**Run 1: cell sizes after repair**

Drawn at 4 px/um.
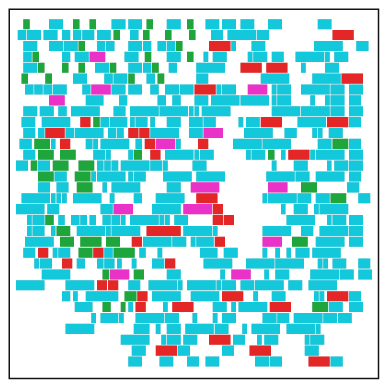
**Run 1: selected gate families**

Drawn at 4 px/um.
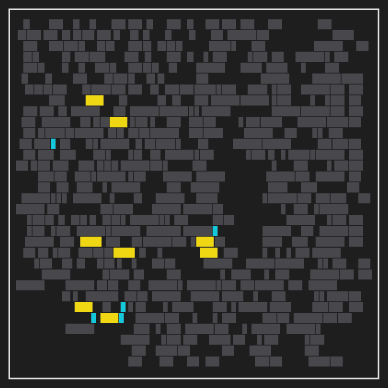
**Run 1: routing congestion map**

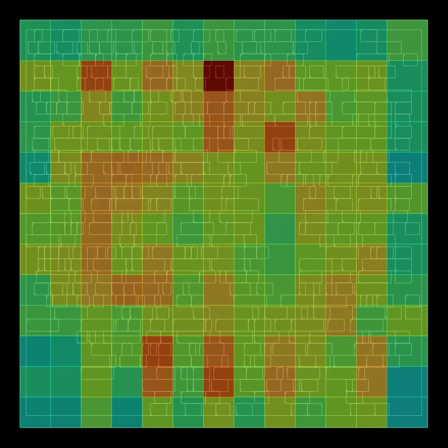
**Run 1: met2 routing**

Drawn at 3 px/um.
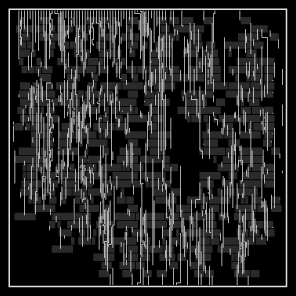
==> config.mk <==
export PLATFORM = sky130hd
export DESIGN_NAME = fft_frame_loader_flat
export DESIGN_NICKNAME = d
export VERILOG_FILES = /design/src/rtl/fft_ram_pkg.sv /design/src/rtl/fft_frame_loader_if.sv /design/src/rtl/fft_skid_buf.sv /design/src/rtl/fft_frame_loader.sv /design/src/flat_wrapper.sv
export SDC_FILE = /design/constraint.sdc
export NUM_CORES = 1
export LEC_CHECK = 0
export CORE_MARGIN = 1
export CORE_UTILIZATION = 42
export CTS_CLUSTER_SIZE = 28
export DETAILED_ROUTE_END_ITERATION = 6
export PLACE_DENSITY_LB_ADDON = 0.25
export SLEW_MARGIN = 20
export SYNTH_ARGS = -nofsm -noshare
export SYNTH_HDL_FRONTEND = slang
export SYNTH_HIERARCHICAL = 1
export SYNTH_SLANG_ARGS = --single-unit
==> constraint.sdc <==
create_clock -name clka -period 2.05 [get_ports clka]
set_input_delay 0.41 -clock clka [delete_from_list [all_inputs] [get_ports clka]]
set_output_delay 0.41 -clock clka [all_outputs]
set_load 0.02 [all_outputs]
==> reports/qor.yml, run 1 <==
synth_adder_area_share_pct: 2.95
die_area_um2: 8450
cts-hold-fix-buffers: 0
result_of_the_run: "finished clean"
htree_levels: 3
inv_count: 5
gr-usage-met3_pct: 3.73
rows: 32
postLayoutSetupSlackWorst_ns: 0.0386
synth_async_reset_ratio_pct: 0
worstMarginPinSlew_ns: 0.328
report.final.setup_viol: 0
power_per_cell_area_nw_per_um2: 610
vdd.ir_drop.worst_mv: 0.350
setup_clock_skew_after_layout_ns: 0.00502
core_area_um2: 7770
cts_tree: "done"
synth.logic.top_family: "multiplexers"
number_of_diodes_added_for_antenna_fixing: 0
yosys.area_share.simple_pct: 17.5
critical_path_peak_fanout: 4
p_clk_uw: 911
minimum_setup_slack_after_placement_ns: -0.378
ys.warnings.count: 6
ordered_list_of_cells_on_the_worst_path: "clkdlybuf4s50_1 > and2_2 > o21ai_2 > xor2_1 > nor2_1 > ha_2 > buf_4 > nand3_2 > or3_1 > a21oi_1"
number_of_global_route_vias_before_repair: 2611
ys_sh_xor_pct: 4.01
drtPass1Iterations: 4
worstSetupStartpointType: "input pin"
cell_area_synth_um2: 3400
synth-main-ff-cell: "dfxtp_1"
postPlaceCellArea_um2: 4630
number_of_clock_buffers_in_the_layout: 11
r2r.worst_path.cells: 11
final_stage_net_count: 512
yosysTopAreaCell: "dfxtp_1"
tritoncts_num_sinks: 72
port_buffers: 108
hold_class: "in2reg"
postRouteAntennaNets: 0
swShare_pct: 25.6
## Picture notes: 'cell sizes after repair'
- drive 2: green (cells 52)
- drive 1 or less: cyan (cells 353)
- drive 6 and up: magenta (cells 13)
- drive 3 to 4: red (cells 40)
cell area after layout: 4690 um2
area growth from synthesis to layout: 37.9%

## Picture notes: 'selected gate families'
- adder and majority cells: yellow (cells 8)
- inverters: cyan (cells 5)
most common logic cell in the routed design: dfxtp_1
logic share of the area: 38.8%
number of non-filler instances in the completed layout: 560

## Picture notes: 'routing congestion map'
most utilized layer in the global route result: met2
Core Util, Final: 60.3%
met1 Track Usage GR: 21.1%
routed wirelength normalized by instance count: 13.2 um
total track usage: 17.6%

## Picture notes: 'met2 routing'
- nets with wire on the layer: 429
- main direction: vertical
- longest straight run: 37.4 um
- wire length on this layer: 3730 um
- share of all routed wire: 50%
fraction of met2 tracks used by global routing: 30.3%
Via Count: 2620

run 1: metal layers:
metal	vias to the layer above	share of wire, %	wire length (um)
li1	1342	-	-
met1	1213	45	3310
met2	54	50	3730
met3	11	3.5	263
met4	0	1.5	110
met5	-	0	0
run 1: worst register-to-register path, cell delays in order (launching register included):
cell and delay (ns):
dfxtp_1 0.32, nor2_2 0.14, inv_2 0.06, and2_2 0.20, o21ai_2 0.14, xor2_1 0.10, nor2_1 0.11, ha_2 0.19
buf_4 0.10, nand3_2 0.11, or3_1 0.33, a21oi_1 0.14
run 1: timing repair:
action / in CTS / in global routing
buffers inserted: 0 / 1
pin swaps: 0 / 6
setup endpoints to repair: 57 / 35
gates cloned: 1 / 0
resized: 102 / 29
==> run 2, diff against run 1 <==
--- a/config.mk
+++ b/config.mk
@@ -9,6 +9,7 @@
 export CORE_UTILIZATION = 42
 export CTS_CLUSTER_SIZE = 28
 export DETAILED_ROUTE_END_ITERATION = 6
+export GPL_ROUTABILITY_DRIVEN = 0
 export PLACE_DENSITY_LB_ADDON = 0.25
 export SLEW_MARGIN = 20
 export SYNTH_ARGS = -nofsm -noshare
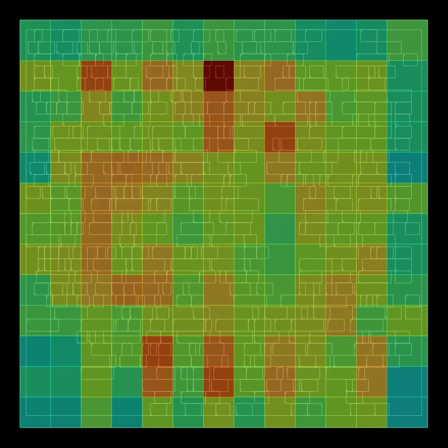
**Above:** run 2 (routing congestion map).
GR Util met3: 3.73%

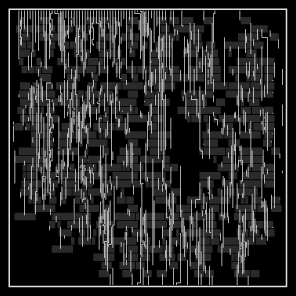
**Above:** run 2 (met2 routing).
Drawn at 3 px/um.
total wire length: 7.41 mm

==> reports/qor.yml, run 2 <==
synth.logic.top_family: "multiplexers"
number_of_global_route_vias_before_repair: 2611  # unchanged
swShare_pct: 25.6  # unchanged
routed.top_layer: "met4"
detailroute.wirelength.met3_um: 263  # unchanged
routed_metal_1_wirelength_mm: 3.31  # unchanged
r2r.worst_path.cells: 11  # unchanged
vdd.ir_drop.worst_mv: 0.350  # unchanged
wl_per_cell_um: 13.2  # unchanged
yosysTopAreaCell: "dfxtp_1"
synth_adder_area_share_pct: 2.95  # unchanged
synth.top_cell.area_share_pct: 42.4
cell_area_synth_um2: 3400  # unchanged
synth-main-ff-cell: "dfxtp_1"
timing.critical_path.max_delay_family: "simple AND/OR/NAND/NOR gates"
finalCritPeriodShare_pct: 98.1
drtPass1Iterations: 4  # unchanged
worstSetupStartpointType: "input pin"
postRouteAntennaNets: 0  # unchanged
grt_antenna_before_repair: 0
ordered_list_of_cells_on_the_worst_path: "clkdlybuf4s50_1 > and2_2 > o21ai_2 > xor2_1 > nor2_1 > ha_2 > buf_4 > nand3_2 > or3_1 > a21oi_1"
combinationalPower_uw: 511
yosys.area_share.simple_pct: 17.5  # unchanged
hold_class: "in2reg"
area_growth_pct: 37.9  # unchanged
minimum_setup_slack_after_placement_ns: -0.378  # unchanged
rows: 32  # unchanged
number_of_diodes_added_for_antenna_fixing: 0  # unchanged
critical_path_peak_fanout: 4  # unchanged
worstMarginPinSlew_ns: 0.328  # unchanged
cell_area_after_layout_um2: 4690  # unchanged
port_buffers: 108  # unchanged
p_comb_share_pct: 17.9
met2_wirelength_mm: 3.73  # unchanged
tritoncts_num_sinks: 72  # unchanged
result_of_the_run: "finished clean"
cts-hold-fix-buffers: 0  # unchanged
synthesis.instances: 331
htree_levels: 3  # unchanged
p_clk_uw: 911  # about the same
core_area_um2: 7770  # unchanged
grt.met1_usage_pct: 21.1  # unchanged
cts_tree: "done"
ys_sh_xor_pct: 4.01  # unchanged
vias: 2620  # unchanged
clock.fmax_mhz: 497
gr-usage-met2_pct: 30.3  # unchanged
layoutNonFillerInstCount: 560  # unchanged
ys.warnings.count: 6  # unchanged
grt_busiest_layer: "met2"
track_usage_pct: 17.6  # unchanged
postLayoutSetupSlackWorst_ns: 0.0386  # unchanged
power_per_cell_area_nw_per_um2: 610  # unchanged
final_stage_net_count: 512  # unchanged
setup_clock_skew_after_layout_ns: 0.00502  # unchanged
warning_count: 28
synth_async_reset_ratio_pct: 0  # unchanged
die_area_um2: 8450  # unchanged
report.final.setup_viol: 0  # unchanged
postLayoutCoreUtil_pct: 60.3  # unchanged
postPlaceCellArea_um2: 4630  # unchanged
## run 2: cell counts in the layout (fill, tap and decap cells not counted)
Identical to the previous run, type by type.
## run 2: layout make-up
type | count | area [um2]
Fill cell | 709 | 3080
Multi-Input combinational cell | 235 | 1820
Sequential cell | 72 | 1450
Timing Repair Buffer | 131 | 1120
Clock buffer | 11 | 131
Tap cell | 102 | 128
Clock inverter | 4 | 22.5
Inverter | 5 | 18.8
## run 2: timing repair
| item | in CTS | in global routing |
|---|---|---|
| endpoints found under the setup margin | 57 | 35 |
| resized | 102 | 29 |
| cloned | 1 | 0 |
| pin swaps | 0 | 6 |
| buffers inserted | 0 | 1 |
